[src/rtl/fpu_pkg.sv]
// Shared types and helpers for the execute-stage FP issue path.
package fpu_pkg;

  typedef enum logic [1:0] {
    IDLE,
    ISSUE,
    WAIT,
    WB
  } issueState_t;

  // Bit positions of the one-hot operation flags coming out of ID/EX.
  localparam int unsigned FLAG_ADD = 0;
  localparam int unsigned FLAG_SUB = 1;
  localparam int unsigned FLAG_MUL = 2;
  localparam int unsigned FLAG_DIV = 3;

  // Unit select encodings presented on op_sel.
  localparam logic [1:0] OP_ADD = 2'b00;
  localparam logic [1:0] OP_SUB = 2'b01;
  localparam logic [1:0] OP_MUL = 2'b10;
  localparam logic [1:0] OP_DIV = 2'b11;

  // True when exactly one flag bit is set.
  function automatic logic isOneHot(input logic [3:0] flags);
    return (flags != 4'b0000) && ((flags & (flags - 4'd1)) == 4'b0000);
  endfunction

  // Maps a one-hot flag vector onto an op_sel code; only meaningful
  // when the caller has already confirmed the flags are one-hot.
  function automatic logic [1:0] encodeOp(input logic [3:0] flags);
    logic [1:0] op;
    op = OP_ADD;
    if (flags[FLAG_SUB])      op = OP_SUB;
    else if (flags[FLAG_MUL]) op = OP_MUL;
    else if (flags[FLAG_DIV]) op = OP_DIV;
    return op;
  endfunction

endpackage

[src/rtl/ex_timeout_ctr.sv]
// 8-bit WAIT-cycle counter; expire flags the last permitted WAIT cycle.
module ex_timeout_ctr #(
  parameter int unsigned TIMEOUT = 64
) (
  input  logic clk,
  input  logic rst,
  input  logic clear,
  input  logic enable,
  output logic expire
);

  logic [7:0] count;

  // Count cycles while enabled; clear takes priority over enable.
  always_ff @(posedge clk) begin
    if (rst || clear) begin
      count <= '0;
    end else if (enable) begin
      count <= count + 8'd1;
    end
  end

  assign expire = (count == 8'(TIMEOUT - 1));

endmodule

[src/rtl/ex_issue_ctrl.sv]
// Execute-stage issue controller: validates op flags, launches the FP unit,
// stalls ID/EX while busy, guards against hung units and hands results to WB.
module ex_issue_ctrl
  import fpu_pkg::*;
#(
  parameter int unsigned DSIZE   = 32,
  parameter int unsigned ASIZE   = 5,
  parameter int unsigned TIMEOUT = 64   // legal range 2..255
) (
  input  logic             clk,
  input  logic             rst,
  input  logic             valid_in,
  input  logic [DSIZE-1:0] RLeftIn,
  input  logic [DSIZE-1:0] RRightIn,
  input  logic [ASIZE-1:0] RDAddressIn,
  input  logic [3:0]       FlagsIn,
  output logic             stall_out,
  output logic             op_start,
  output logic [1:0]       op_sel,
  output logic [DSIZE-1:0] op_a,
  output logic [DSIZE-1:0] op_b,
  output logic             op_abort,
  input  logic             unit_done,
  input  logic [DSIZE-1:0] unit_result,
  output logic             wb_valid,
  input  logic             wb_ready,
  output logic [DSIZE-1:0] ResultOut,
  output logic [ASIZE-1:0] RDAddressOut,
  output logic             err_illegal,
  output logic             err_timeout
);

  issueState_t state;
  issueState_t nextState;

  logic flagsOneHot;
  logic flagsMulti;
  logic acceptEntry;
  logic expire;
  logic timeoutHit;

  assign flagsOneHot = isOneHot(FlagsIn);
  assign flagsMulti  = (FlagsIn != 4'b0000) && !flagsOneHot;
  assign acceptEntry = (state == IDLE) && valid_in && flagsOneHot;
  // unit_done wins over a simultaneous expiry.
  assign timeoutHit  = (state == WAIT) && !unit_done && expire;

  ex_timeout_ctr #(
    .TIMEOUT(TIMEOUT)
  ) uTimeout (
    .clk   (clk),
    .rst   (rst),
    .clear (state == ISSUE),
    .enable(state == WAIT),
    .expire(expire)
  );

  // State register.
  always_ff @(posedge clk) begin
    if (rst) begin
      state <= IDLE;
    end else begin
      state <= nextState;
    end
  end

  // Next-state decode.
  always_comb begin
    nextState = state;
    case (state)
      IDLE:  if (acceptEntry) nextState = ISSUE;
      ISSUE: nextState = WAIT;
      WAIT: begin
        if (unit_done)   nextState = WB;
        else if (expire) nextState = IDLE;
      end
      WB:    if (wb_ready) nextState = IDLE;
      default: nextState = IDLE;
    endcase
  end

  // State-decoded handshake outputs.
  always_comb begin
    stall_out = (state != IDLE);
    op_start  = (state == ISSUE);
    wb_valid  = (state == WB);
  end

  // Operand/result latches and registered one-cycle error/abort pulses.
  always_ff @(posedge clk) begin
    if (rst) begin
      op_sel       <= '0;
      op_a         <= '0;
      op_b         <= '0;
      RDAddressOut <= '0;
      ResultOut    <= '0;
      err_illegal  <= 1'b0;
      err_timeout  <= 1'b0;
      op_abort     <= 1'b0;
    end else begin
      err_illegal <= (state == IDLE) && valid_in && flagsMulti;
      err_timeout <= timeoutHit;
      op_abort    <= timeoutHit;
      if (acceptEntry) begin
        op_sel       <= encodeOp(FlagsIn);
        op_a         <= RLeftIn;
        op_b         <= RRightIn;
        RDAddressOut <= RDAddressIn;
      end
      if ((state == WAIT) && unit_done) begin
        ResultOut <= unit_result;
      end
    end
  end

endmodule
[config.mk]
export PLATFORM = sky130hd
export DESIGN_NAME = ex_issue_ctrl
export DESIGN_NICKNAME = d
export VERILOG_FILES = /design/src/rtl/fpu_pkg.sv /design/src/rtl/ex_timeout_ctr.sv /design/src/rtl/ex_issue_ctrl.sv
export SDC_FILE = /design/constraint.sdc
export NUM_CORES = 1
export LEC_CHECK = 0
export CAP_MARGIN = 40
export CORE_ASPECT_RATIO = 0.5
export CORE_MARGIN = 5
export CORE_UTILIZATION = 44
export CTS_CLUSTER_DIAMETER = 50
export DETAILED_ROUTE_END_ITERATION = 6
export PLACE_DENSITY = 0.87
export SLEW_MARGIN = 10
export SYNTH_ARGS = -nofsm -noshare
export SYNTH_HDL_FRONTEND = slang
export SYNTH_SLANG_ARGS = --single-unit
export TNS_END_PERCENT = 50
[constraint.sdc]
create_clock -name clk -period 4.78 [get_ports clk]
set_clock_uncertainty 0.2 [all_clocks]
set_input_delay 0.956 -clock clk [delete_from_list [all_inputs] [get_ports clk]]
set_output_delay 0.956 -clock clk [all_outputs]
set_load 0.005 [all_outputs]
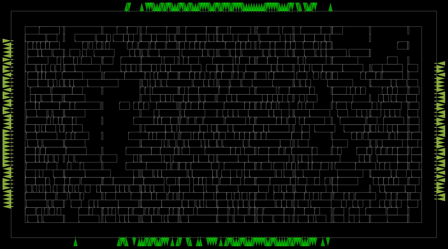
Fig. 1. Placed standard cells.
FP Rows: 26
Layout Utilization: 0.726
Final Non-Filler Cells: 898
Flops: 115
TAP cells: 140

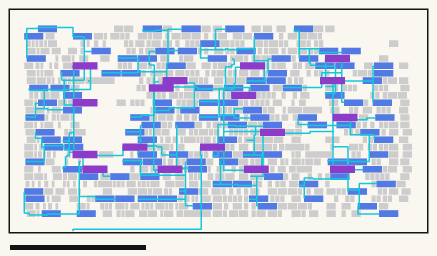
Fig. 2. Clock network drawn from the DEF.
The bar under the picture is 50 um long.
[purple] clock-net drivers | count: 17
[cyan] clock wires | length: 1,490 um
[blue] flip-flops | count: 115
flops lie: spread over the die
routed clock nets: 18
Clk. pwr: 1.24 mW
Late-Pin Clk Latency: 400 ps

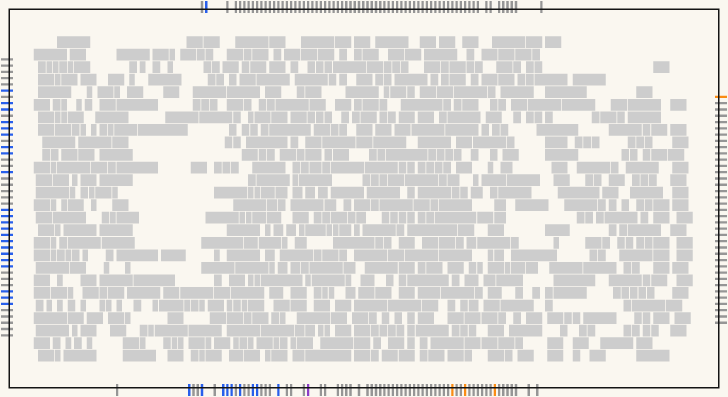
Fig. 3. Ports around the boundary.
Pins as bars across the die edge, other pins in gray.
| color | port | pins | direction | edge |
|---|---|---|---|---|
| blue | unit_result | 32 | input | 22 west, 9 south, 1 north |
| purple | rst | 1 | input | south |
| orange | FlagsIn | 4 | input | 3 south, 1 east |
all pins by edge: 69 north, 68 south, 45 west, 37 east
IO buf count: 218
Die Span Y: 81.8 um
chip width: 154 um

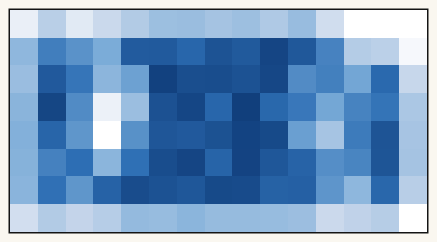
Fig. 4. Local utilization.
The die is cut into 15 by 8 equal tiles; white is low, dark blue is high, 0 to 100% covered.
mean over tiles: 57%
tiles over 75% full: 37%
emptiest ninth of the die: north-east
fullest tile: 94%
nearly empty tiles: 4.2%
total core area: 0.0101 mm2
floorplan core density: 0.448

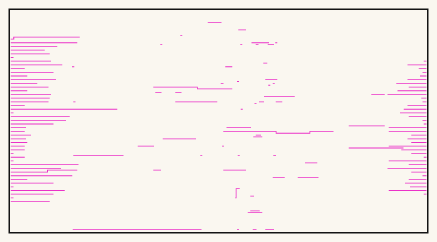
Fig. 5. Signal wires on met3.
main direction: horizontal
share of all routed wire: 7.4%
longest straight run: 47.2 um
wire length on this layer: 1,100 um
final WL: 14.8 mm
Vias: 4,750
M3 GR Usage: 0.0821

==> flow_summary.json <==
{
  "outcome": "complete, no violations",
  "detail-route-antenna-nets": 0,
  "reg_top3": "ResultOut (32), op_a (32), op_b (32)",
  "yosys-stat-area_mm2": 0.00453,
  "dr.pass1.iters": 5,
  "cts_htree_levels": 4,
  "logic_area_mm2": 0.00193,
  "layout_top_cells": "217 x clkdlybuf4s50_1, 115 x dfxtp_1, 110 x a21oi_1, 72 x o21ai_0",
  "cts_hold_buf": 0,
  "viasPerCell": 5.29,
  "ys_top_cells_by_area": "dfxtp_1 51%, a21oi_1 12%, o21ai_0 8.0%, nand3_1 7.8%, nand2_1 5.9%",
  "maxSlewViolCount": 0,
  "syn_area_mm2": 0.00453,
  "power_mw": 2.62,
  "cts_sinks": 115,
  "post-place-ws_ps": 1300,
  "setup.worst_path.start": "FlagsIn[2]",
  "synthXorXnorAreaFrac": 0.0116,
  "holdCritPathClass": "flip-flop to flip-flop",
  "area_growth_syn_to_layout_pct": 62.2,
  "start_kind": "primary input",
  "hold_violations": 0,
  "grt_overflow": 0,
  "synth_cell_types": 37,
  "ys_cells": 551
}
final timing paths:
path,to,depth (start not counted)
max reg2reg,op_b[14]$_SDFFE_PP0P_,6
max,op_b[14]$_SDFFE_PP0P_,7
min,ResultOut[1]$_SDFFE_PP0P_,2
min reg2reg,ResultOut[1]$_SDFFE_PP0P_,2
routing by layer:
metal,wire length [um],track usage,part of all wire
met2,7670,0.413,0.52
met4,422,0.118,0.028
met1,5630,0.237,0.38
met3,1100,0.0821,0.074
met5,0,0,0
power by group:
group | total [mW] | switching (mW) | internal [mW]
clock network | 1.24 | 0.412 | 0.832
logic | 0.351 | 0.155 | 0.195
registers | 1.02 | 0.0240 | 1.00
total | 2.62 | 0.591 | 2.03
No activity file was given, so power comes from the tool's default toggle rates.
